**config.mk**
```make
export PLATFORM = sky130hd
export DESIGN_NAME = perf_monitor_flat
export DESIGN_NICKNAME = d
export VERILOG_FILES = /design/src/rtl/perf_pkg.sv /design/src/rtl/perf_monitor_if.sv /design/src/rtl/perf_counter_cell.sv /design/src/rtl/perf_monitor.sv /design/src/flat_wrapper.sv
export SDC_FILE = /design/constraint.sdc
export NUM_CORES = 1
export LEC_CHECK = 0
export CORE_UTILIZATION = 55
export DETAILED_ROUTE_END_ITERATION = 12
export HOLD_SLACK_MARGIN = 0.15
export PLACE_DENSITY = 0.81
export SLEW_MARGIN = 5
export SYNTH_ARGS = -nofsm -noshare
export SYNTH_HDL_FRONTEND = slang
export SYNTH_HIERARCHICAL = 1
export SYNTH_SLANG_ARGS = --single-unit
```
**constraint.sdc**
```tcl
create_clock -name clk -period 2.75 [get_ports clk]
set_input_delay 0.4125 -clock clk [delete_from_list [all_inputs] [get_ports clk]]
set_output_delay 0.4125 -clock clk [all_outputs]
set_load 0.01 [all_outputs]
```
**src/rtl/perf_pkg.sv**
```systemverilog
`default_nettype none
// +----------------------------------------------------------------------------+
// | Module : perf_pkg                                                          |
// | Brief  : Shared state encoding and read-select width helper for perf_mon.  |
// | Rev    : 1.0                                                               |
// +----------------------------------------------------------------------------+
package perf_pkg;

  typedef enum logic [0:0] {
    ST_RUN    = 1'b0,
    ST_FROZEN = 1'b1
  } state_t;

  // Select width covers the cycle counter (index 0) plus every event channel.
  function automatic int sel_w(input int num_ev);
    return $clog2(num_ev + 1);
  endfunction

endpackage
`default_nettype wire

```
**src/rtl/perf_monitor_if.sv**
```systemverilog
`default_nettype none
// +----------------------------------------------------------------------------+
// | Module : perf_monitor_if                                                   |
// | Brief  : Control, event and read-port bundle of the performance monitor.   |
// | Rev    : 1.0                                                               |
// +----------------------------------------------------------------------------+
interface perf_monitor_if #(
  parameter int NUM_EV = 4,
  parameter int CNT_W  = 32
);
  localparam int SEL_W = perf_pkg::sel_w(NUM_EV);

  logic              en;
  logic [NUM_EV-1:0] ev_v;
  logic              halt;
  logic              clr;
  logic              rd_req;
  logic [SEL_W-1:0]  rd_sel;
  logic              rd_valid;
  logic [CNT_W-1:0]  rd_data;
  logic              rd_ovf;
  logic [CNT_W-1:0]  cycle;
  logic              frozen;
  logic              timeout;

  modport master (
    output en, ev_v, halt, clr, rd_req, rd_sel,
    input  rd_valid, rd_data, rd_ovf, cycle, frozen, timeout
  );

  modport slave (
    input  en, ev_v, halt, clr, rd_req, rd_sel,
    output rd_valid, rd_data, rd_ovf, cycle, frozen, timeout
  );

endinterface
`default_nettype wire

```
**src/rtl/perf_counter_cell.sv**
```systemverilog
`default_nettype none
// +----------------------------------------------------------------------------+
// | Module : perf_counter_cell                                                 |
// | Brief  : One counter with sticky overflow; saturating or wrapping.         |
// | Rev    : 1.0                                                               |
// +----------------------------------------------------------------------------+
module perf_counter_cell #(
  parameter int CNT_W    = 32,
  parameter int SATURATE = 1
) (
  input  logic             clk,
  input  logic             reset,
  input  logic             inc,
  input  logic             clr,
  output logic [CNT_W-1:0] value,
  output logic             ovf
);

  logic [CNT_W-1:0] r_value;
  logic             r_ovf;

  always_ff @(posedge clk or posedge reset) begin
    if (reset) begin
      r_value <= '0;
      r_ovf   <= 1'b0;
    end else if (clr) begin
      r_value <= '0;
      r_ovf   <= 1'b0;
    end else if (inc) begin
      if (&r_value) begin
        r_ovf   <= 1'b1;
        r_value <= (SATURATE != 0) ? r_value : '0;
      end else begin
        r_value <= r_value + CNT_W'(1);
      end
    end
  end

  assign value = r_value;
  assign ovf   = r_ovf;

endmodule
`default_nettype wire

```
**src/rtl/perf_monitor.sv**
```systemverilog
`default_nettype none
// +----------------------------------------------------------------------------+
// | Module : perf_monitor                                                      |
// | Brief  : Cycle + per-channel event counters with halt/timeout freeze.      |
// | Rev    : 1.0                                                               |
// +----------------------------------------------------------------------------+
module perf_monitor
  import perf_pkg::*;
#(
  parameter int NUM_EV   = 4,
  parameter int CNT_W    = 32,
  parameter int TIMEOUT  = 100000,
  parameter int SATURATE = 1
) (
  input  logic           clk,
  input  logic           reset,
  perf_monitor_if.slave  bus
);

  localparam int          SEL_W     = sel_w(NUM_EV);
  localparam logic [64:0] c_TIMEOUT = 65'(TIMEOUT);

  state_t           r_state;
  state_t           w_state_nxt;
  logic             w_cnt_en;
  logic             w_to_hit;
  logic [NUM_EV:0]  w_inc;
  logic [CNT_W-1:0] w_val [NUM_EV+1];
  logic [NUM_EV:0]  w_ovf;
  logic             r_timeout;
  logic             r_rd_valid;
  logic [CNT_W-1:0] r_rd_data;
  logic             r_rd_ovf;
  logic [CNT_W-1:0] w_rd_data;
  logic             w_rd_ovf;

  assign w_cnt_en = (r_state == ST_RUN) && bus.en;
  // Widened compare so a wrapping counter at all-ones never aliases TIMEOUT.
  assign w_to_hit = (TIMEOUT != 0) && w_cnt_en &&
                    ((65'(w_val[0]) + 65'd1) == c_TIMEOUT);

  assign w_inc[0]        = w_cnt_en;
  assign w_inc[NUM_EV:1] = {NUM_EV{w_cnt_en}} & bus.ev_v;

  // Index 0 is the cycle counter, index k is event channel k-1.
  for (genvar i = 0; i <= NUM_EV; i++) begin : g_cnt
    perf_counter_cell #(
      .CNT_W    (CNT_W),
      .SATURATE (SATURATE)
    ) u_cell (
      .clk   (clk),
      .reset (reset),
      .inc   (w_inc[i]),
      .clr   (bus.clr),
      .value (w_val[i]),
      .ovf   (w_ovf[i])
    );
  end

  always_ff @(posedge clk or posedge reset) begin
    if (reset) r_state <= ST_RUN;
    else       r_state <= w_state_nxt;
  end

  always_comb begin
    w_state_nxt = r_state;
    if (bus.clr) begin
      w_state_nxt = ST_RUN;
    end else if ((r_state == ST_RUN) && (bus.halt || w_to_hit)) begin
      w_state_nxt = ST_FROZEN;
    end
  end

  always_ff @(posedge clk or posedge reset) begin
    if (reset)         r_timeout <= 1'b0;
    else if (bus.clr)  r_timeout <= 1'b0;
    else if (w_to_hit) r_timeout <= 1'b1;
  end

  always_comb begin
    w_rd_data = '0;
    w_rd_ovf  = 1'b0;
    for (int k = 0; k <= NUM_EV; k++) begin
      if (bus.rd_sel == SEL_W'(k)) begin
        w_rd_data = w_val[k];
        w_rd_ovf  = w_ovf[k];
      end
    end
  end

  always_ff @(posedge clk or posedge reset) begin
    if (reset) begin
      r_rd_valid <= 1'b0;
      r_rd_data  <= '0;
      r_rd_ovf   <= 1'b0;
    end else begin
      r_rd_valid <= bus.rd_req;
      if (bus.rd_req) begin
        r_rd_data <= w_rd_data;
        r_rd_ovf  <= w_rd_ovf;
      end
    end
  end

  assign bus.rd_valid = r_rd_valid;
  assign bus.rd_data  = r_rd_data;
  assign bus.rd_ovf   = r_rd_ovf;
  assign bus.cycle    = w_val[0];
  assign bus.frozen   = (r_state == ST_FROZEN);
  assign bus.timeout  = r_timeout;

endmodule
`default_nettype wire

```
**src/flat_wrapper.sv**
```systemverilog
// flat-port wrapper written by rule: the top's interface ports become plain ports
module perf_monitor_flat import perf_pkg::*;
#(
  parameter int NUM_EV   = 4,
  parameter int CNT_W    = 32,
  parameter int TIMEOUT  = 100000,
  parameter int SATURATE = 1
)
  (clk, reset, bus_en, bus_ev_v, bus_halt, bus_clr, bus_rd_req, bus_rd_sel, bus_rd_valid, bus_rd_data, bus_rd_ovf, bus_cycle, bus_frozen, bus_timeout);
  perf_monitor_if #(.NUM_EV(NUM_EV), .CNT_W(CNT_W)) bus_i ();
  input  logic clk;
  input  logic reset;
  input wire logic [$bits(bus_i.en)-1:0] bus_en;
  input wire logic [$bits(bus_i.ev_v)-1:0] bus_ev_v;
  input wire logic [$bits(bus_i.halt)-1:0] bus_halt;
  input wire logic [$bits(bus_i.clr)-1:0] bus_clr;
  input wire logic [$bits(bus_i.rd_req)-1:0] bus_rd_req;
  input wire logic [$bits(bus_i.rd_sel)-1:0] bus_rd_sel;
  output wire logic [$bits(bus_i.rd_valid)-1:0] bus_rd_valid;
  output wire logic [$bits(bus_i.rd_data)-1:0] bus_rd_data;
  output wire logic [$bits(bus_i.rd_ovf)-1:0] bus_rd_ovf;
  output wire logic [$bits(bus_i.cycle)-1:0] bus_cycle;
  output wire logic [$bits(bus_i.frozen)-1:0] bus_frozen;
  output wire logic [$bits(bus_i.timeout)-1:0] bus_timeout;
  assign bus_i.en = bus_en;
  assign bus_i.ev_v = bus_ev_v;
  assign bus_i.halt = bus_halt;
  assign bus_i.clr = bus_clr;
  assign bus_i.rd_req = bus_rd_req;
  assign bus_i.rd_sel = bus_rd_sel;
  assign bus_rd_valid = bus_i.rd_valid;
  assign bus_rd_data = bus_i.rd_data;
  assign bus_rd_ovf = bus_i.rd_ovf;
  assign bus_cycle = bus_i.cycle;
  assign bus_frozen = bus_i.frozen;
  assign bus_timeout = bus_i.timeout;
  perf_monitor #(.NUM_EV(NUM_EV), .CNT_W(CNT_W), .TIMEOUT(TIMEOUT), .SATURATE(SATURATE)) u_core (.clk(clk), .reset(reset), .bus(bus_i));
endmodule
```
clock_wires.png
Scale bar: 50 um.
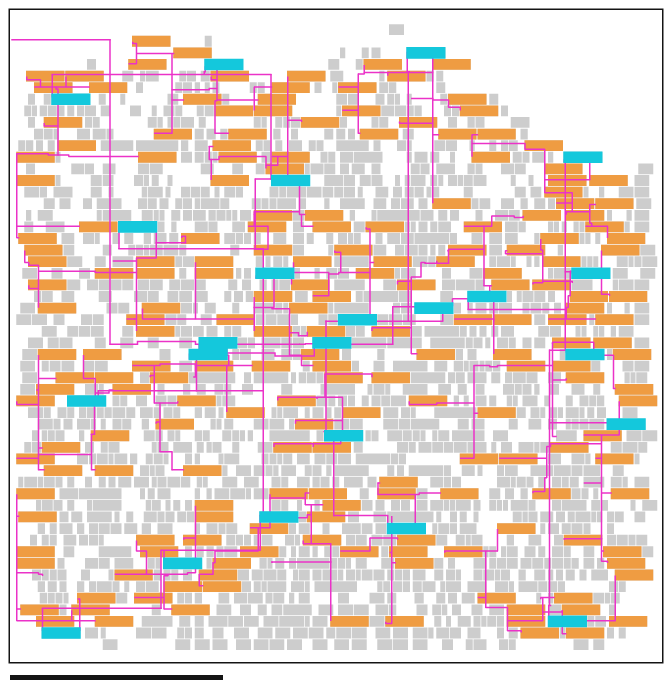
[orange] flip-flops | count: 201
[magenta] clock wires | length: 2700 um
[cyan] clock-net drivers | count: 23
routed clock nets: 24

class_map.png
Fill, decap, tap and diode cells in gray.
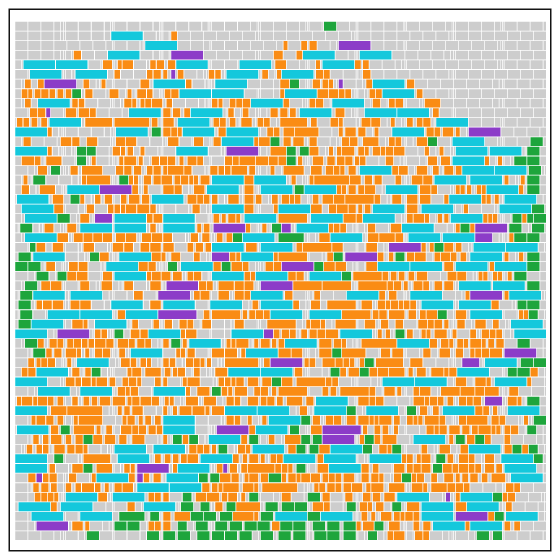
| color | class | cells | share of their area |
|---|---|---|---|
| orange | remaining logic cells | 1087 | 50% |
| green | remaining buffers and delay cells | 167 | 10% |
| purple | clock drivers and dummy loads | 39 | 5.2% |
| cyan | registers | 201 | 35% |

==> results.toml <==
# yosys + openroad results
[placed_design]
placed_cells = 1735
postPlaceCellArea_um2 = 14000
post-place-ws_ns = -0.0371
dpl.hpwl_um = 29900

[hold_path]
min_path_type = "input pin to asynchronous set/reset pin"

[logic_synthesis]
ys_sh_adder_pct = 0.500
ys_types = 65
ys_ff = 201
async_flop_share_pct = 100
syn_inst = 1357
synth-warning-count = 6
yosys_area_um2 = 12500
synth_top_cell_by_count = "dfrtp_1"
ys_sh_mux_pct = 4.43
netlist_area_um2 = 12500
ys_sh_simple_pct = 29.3
ys_seq_share_pct = 40.2
fp_nets = 1375
syn_avg_cell_area_um2 = 9.22
ys_cells = 1357
top_area_cell = "dfrtp_1"
ys_sh_aoi_pct = 19.8
edf_count = 0
ff_type = "dfrtp_1"

[power]
powerComb_w = 0.000443
total_power_w = 0.00658
clkPwrFrac_pct = 47.0
combPwrFrac_pct = 6.7
maxPowerGroup = "clock"
power.leakage_nw = 5.76
clk-power_w = 0.00309
p_int_w = 0.00502
p_per_area_nw_per_um2 = 445
switching_share_pct = 23.7
seq_cell_power_w = 0.00304
power_frac_seq_pct = 46.3
p_switching_w = 0.00156

[clock_network]
cts_resized = 0
root_buffer = "clkbuf_16"
cts_made_buffers = 23
clockBufferDepth = 3
postCtsSetupBuffers = 0
clock_latency_ns = 0.52
postCtsHoldBufs = 0
clock-sinks = 201
cts_tree = "yes"
clk_pin_slew_ns = 0.06
htreeDepth = 1

[floorplanning]
core-area_um2 = 22100
tapCellCount = 280
ioPinCount = 81
chipArea_um2 = 23400
initial_core_util_pct = 56.6
rows = 54
die-height_um = 153

[worst_setup_path]
cp_num_buf_inv = 1
critPathSlowestCell = "or4_4"
cp_num_cells = 7
endpoint_kind = "register"
reg2reg_to = "u_core/bus.frozen"
worstReg2RegStart = "u_core/g_cnt[0].u_cell/value[17]"
crit_end = "u_core/bus.frozen"
setup.worst_path.start_class = "register"
r2r_slack_ns = 0.06
cp_top_family = "simple AND/OR/NAND/NOR gates"
rr_worst_depth = 7

[final_layout]
largest_reg_flops = 160
sh_comb_area_pct = 47.8
layout_top_cell = "dfrtp_1"
flop_area_um2 = 5030
final_cell_area_um2 = 14800
flops = 201
clkbuf_count = 33
antenna_cells = 3
nonClkBufAreaFrac_pct = 9.93
final_cells = 1777
fill_cells = 1761
clk_share_pct = 5.07
n_all_inverters = 28
final_core_util_pct = 66.8
drive_gt1_share_pct = 12.9
layout.nets = 1498
largestClassByArea = "combinational gates"

[grt]
antenna_found_initial = 2
grt.busiest_layer = "met2"
grt_pass1_wl_um = 65300
grt_use_total_pct = 35.7
met2_usage_pct = 52.3
grt_overflow = 0
met1_usage_pct = 50.1

[sta]
setup-violations-final = 0
finalCritPeriodShare_pct = 98.0
whs_ns = 0.415
max_freq_mhz = 371
drv_slew = 0
rsz0062_at_grt = "false"
setup-tns-final_ns = 0

[detailed_routing]
wl_per_cell_um = 23.5
route.vias.total = 12535
avgViaCountPerCell = 7.05
drc = 0
top_layer = "met4"
first_iter_violations = 1605
met2_length_um = 18100
routed-wl-met3_um = 5430
detail_route.first_pass.iterations = 6
drt-total-wl_um = 41800
ant_nets = 0

[status]
outcome = "finished clean"
